## src/rtl/fs_mult.sv

```systemverilog
// Control FSM for the SPI multiplier: synchronises cs/sclk, counts operand and result bits,
// strobes the multiplier and enables MISO. States: WAIT idle | LOAD shift in | MULT start | MULTRES wait done | MISORESULT shift out
module fs_mult #(
  parameter int LOAD_BITS   = 8,
  parameter int RESULT_BITS = 8,
  parameter int CNT_W       = 4
) (
  input  logic       clk,
  input  logic       reset,
  input  logic       cs,
  input  logic       sclk,
  input  logic       done,
  output logic [1:0] mode,
  output logic       start,
  output logic       misobuffCNTL,
  output logic [2:0] actualstate
);

  typedef enum logic [2:0] {
    S_WAIT       = 3'd0,
    S_LOAD       = 3'd1,
    S_MULT       = 3'd2,
    S_MULTRES    = 3'd3,
    S_MISORESULT = 3'd4
  } state_t;

  localparam logic [CNT_W:0] LOAD_N = (CNT_W + 1)'(LOAD_BITS);
  localparam logic [CNT_W:0] RES_N  = (CNT_W + 1)'(RESULT_BITS);
  localparam logic [CNT_W:0] ONE    = (CNT_W + 1)'(1);

  state_t           state_q, state_d;
  logic             cs_s1_q, cs_s2_q;
  logic             sclk_s1_q, sclk_s2_q, sclk_prev_q;
  logic [CNT_W-1:0] cnt_q, cnt_d, cnt_sat;
  logic [CNT_W:0]   cnt_inc;
  logic             done_seen_q, done_seen_d;
  logic             start_q, start_d;
  logic             sclk_rise, sclk_fall;

  always_ff @(posedge clk or posedge reset) begin
    if (reset) begin
      cs_s1_q     <= 1'b0;
      cs_s2_q     <= 1'b0;
      sclk_s1_q   <= 1'b0;
      sclk_s2_q   <= 1'b0;
      sclk_prev_q <= 1'b0;
    end else begin
      cs_s1_q     <= cs;
      cs_s2_q     <= cs_s1_q;
      sclk_s1_q   <= sclk;
      sclk_s2_q   <= sclk_s1_q;
      sclk_prev_q <= sclk_s2_q;
    end
  end

  assign sclk_rise = sclk_s2_q & ~sclk_prev_q;
  assign sclk_fall = ~sclk_s2_q & sclk_prev_q;

  // Extra bit detects the terminal count and lets the stored count saturate instead of wrapping
  assign cnt_inc = {1'b0, cnt_q} + ONE;
  assign cnt_sat = cnt_inc[CNT_W] ? cnt_q : cnt_inc[CNT_W-1:0];

  always_comb begin
    state_d     = state_q;
    cnt_d       = cnt_q;
    done_seen_d = done_seen_q;
    case (state_q)
      S_WAIT: begin
        if (cs_s2_q) begin
          state_d = S_LOAD;
          cnt_d   = '0;
        end
      end
      S_LOAD: begin
        if (sclk_rise) begin
          if (cnt_inc == LOAD_N) begin
            state_d     = S_MULT;
            cnt_d       = '0;
            done_seen_d = 1'b0;
          end else begin
            cnt_d = cnt_sat;
          end
        end
      end
      S_MULT: begin
        if (done) done_seen_d = 1'b1;
        if (sclk_rise) state_d = S_MULTRES;
      end
      S_MULTRES: begin
        if (done) done_seen_d = 1'b1;
        if (sclk_rise && (done_seen_q || done)) begin
          state_d = S_MISORESULT;
          cnt_d   = '0;
        end
      end
      S_MISORESULT: begin
        if (sclk_fall) begin
          if (cnt_inc == RES_N) begin
            state_d = S_WAIT;
            cnt_d   = '0;
          end else begin
            cnt_d = cnt_sat;
          end
        end
      end
      default: begin
        state_d = S_WAIT;
        cnt_d   = '0;
      end
    endcase
    // Losing chip select aborts from anywhere and swallows any coincident sclk edge
    if ((state_q != S_WAIT) && !cs_s2_q) begin
      state_d = S_WAIT;
      cnt_d   = '0;
    end
  end

  assign start_d = (state_d == S_MULT) && (state_q != S_MULT);

  always_ff @(posedge clk or posedge reset) begin
    if (reset) begin
      state_q     <= S_WAIT;
      cnt_q       <= '0;
      done_seen_q <= 1'b0;
      start_q     <= 1'b0;
    end else begin
      state_q     <= state_d;
      cnt_q       <= cnt_d;
      done_seen_q <= done_seen_d;
      start_q     <= start_d;
    end
  end

  always_comb begin
    mode         = 2'b00;
    misobuffCNTL = 1'b0;
    case (state_q)
      S_LOAD:       mode = 2'b01;
      S_MULTRES:    mode = 2'b10;
      S_MISORESULT: begin
        mode         = 2'b11;
        misobuffCNTL = 1'b1;
      end
      default:      mode = 2'b00;
    endcase
  end

  assign start       = start_q;
  assign actualstate = state_q;

endmodule

```

## config.mk

```make
export PLATFORM = sky130hd
export DESIGN_NAME = fs_mult
export DESIGN_NICKNAME = d
export VERILOG_FILES = /design/src/rtl/fs_mult.sv
export SDC_FILE = /design/constraint.sdc
export NUM_CORES = 1
export LEC_CHECK = 0
export ABC_AREA = 1
export CORE_AREA = 2 2 41 43
export DETAILED_ROUTE_END_ITERATION = 10
export DIE_AREA = 0 0 43 45
export PLACE_DENSITY = 0.8
export REMOVE_ABC_BUFFERS = 1
export SYNTH_ARGS = -nofsm -noshare
export SYNTH_HDL_FRONTEND = slang
export SYNTH_SLANG_ARGS = --single-unit
export TNS_END_PERCENT = 1
```

## constraint.sdc

```tcl
create_clock -name clk -period 2.3 [get_ports clk]
set_input_delay 0.46 -clock clk [delete_from_list [all_inputs] [get_ports clk]]
set_output_delay 0.46 -clock clk [all_outputs]
set_load 0.03 [all_outputs]
```

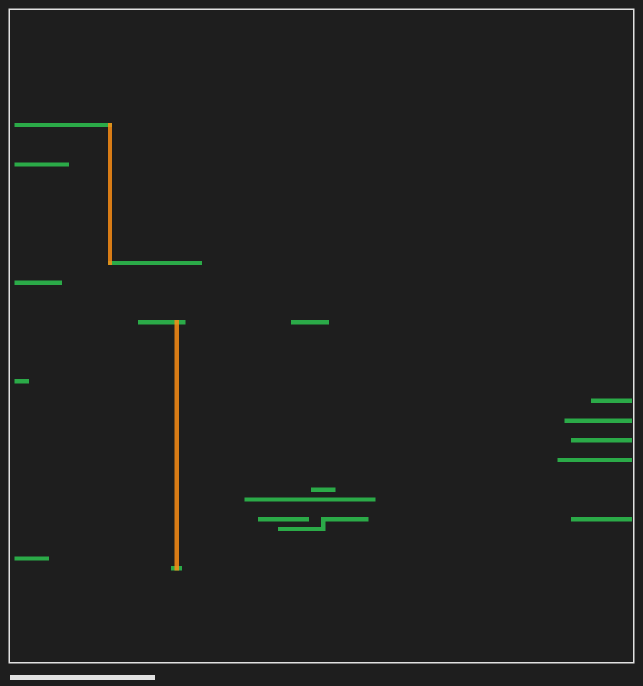
wires.png
The bar under the picture is 10 um long. Two of the layers only.
Key: metal 3 = green [wire length 66.7 um]; metal 4 = orange [wire length 26.5 um]
wire per inst: 10.8 um
Post-Route WL: 1490 um

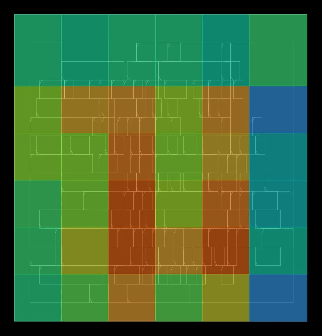
congestion.png
routing usage on met3: 1.20%
fraction of the core area covered by cells at the end of the flow: 62.8%

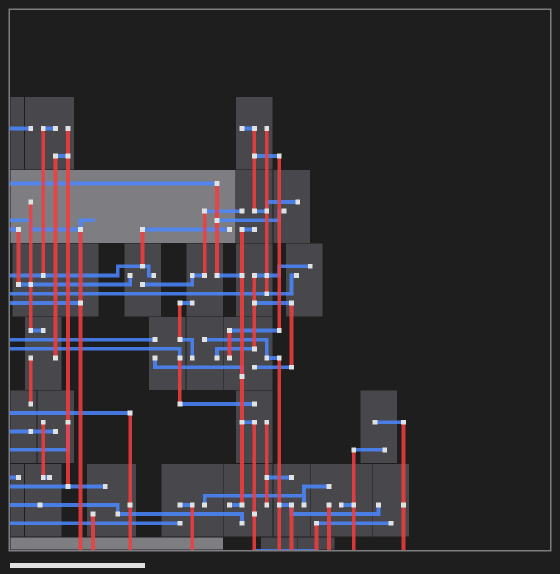
detail.png
The bar under the picture is 5 um long. Window x 22 to 42, y 24 to 44 um. Cells in grey, sequential cells in the stronger grey; small squares are vias.
Key: metal 1 = blue; metal 2 = red
Sequential cells in the window: 1. Most frequent: nand2_1 (7), nor2_1 (5). Netlist names of flops here include `cnt_q` (1). 24 logic cells have their middle in the window.

==> out/metrics.json <==
{
  "status": "completed",
  "hold_path_startpoint": "cs_s1_q",
  "clk_root_buffer_cell": "sky130_fd_sc_hd__clkbuf_4",
  "avgViaCountPerCell": 5.14,
  "total_cell_area_reported_by_yosys_after_synthesis_um2": 777,
  "setup_slack_on_the_worst_flop_to_flop_path_ns": 0.76,
  "grt.total_usage_pct": 18.7,
  "critical_path.max_fanout": 6,
  "finalWeightedCongestion": 0.913,
  "combined_flip_flop_and_latch_cell_area_um2": 350,
  "wire_length_of_the_first_global_routing_pass_um": 2660,
  "placedCellCount": 135,
  "nFlopsAndLatches": 14,
  "fp-row-count": 14,
  "signal_buffer_area_fraction_pct": 12.5,
  "switching_share_pct": 38.5,
  "p_switching_uw": 269,
  "report.power.total_uw": 698,
  "path_class": "reg2out",
  "setup.worst_path.end_class": "primary output",
  "setup_ws_pre_cts_ns": 0.320,
  "dr.max_layer_used": "met4",
  "netlist_area_um2": 777,
  "critPathArrivalTime_ns": 1.73
}
critical path, cell delays in order (launching register included):
cell and delay (ns):
sky130_fd_sc_hd__dfrtp_1 0.44, sky130_fd_sc_hd__inv_2 0.12, sky130_fd_sc_hd__nand3_1 0.14, sky130_fd_sc_hd__inv_2 0.10
sky130_fd_sc_hd__clkdlybuf4s50_1 0.66
kinds of logic after synthesis:
kind of cell	synth area share, %
and+or+nand+nor	38.5
buffers and inverters	9.82
DFF	45.1
AOI/OAI and AO/OA	3.87
xor gates and xnor gates	1.13
adders and majority gates	1.61
cells in the final DEF (no fill, tap or decap), drive strengths merged:
cell	synthesis	final
nand2	28	28
nor2	22	22
nand3	16	16
inv	16	16
dfrtp	14	14
clkdlybuf4s50	0	9
clkbuf	0	3
nand4	2	2
o21ai	2	2
dlymetal6s2s	0	2
o21bai	1	1
or2	1	1
xnor2	1	1
nor3	1	1
o22ai	1	1
clkinv	1	1
a31oi	1	1
ha	1	1
cells in the mapped netlist:
library cell               count
sky130_fd_sc_hd__or2_1         1
sky130_fd_sc_hd__o21ai_0       2
sky130_fd_sc_hd__nand4_1       2
sky130_fd_sc_hd__inv_2         2
sky130_fd_sc_hd__nand3_1      16
sky130_fd_sc_hd__nor3_1        1
sky130_fd_sc_hd__clkinv_2      1
sky130_fd_sc_hd__nor2_1       21
sky130_fd_sc_hd__nor2_2        1
sky130_fd_sc_hd__nand2_1      26
sky130_fd_sc_hd__o22ai_1       1
sky130_fd_sc_hd__ha_1          1
sky130_fd_sc_hd__a31oi_1       1
sky130_fd_sc_hd__dfrtp_1      14
sky130_fd_sc_hd__inv_1        14
sky130_fd_sc_hd__o21bai_1      1
sky130_fd_sc_hd__buf_6         1
sky130_fd_sc_hd__xnor2_1       1
sky130_fd_sc_hd__nand2_2       2
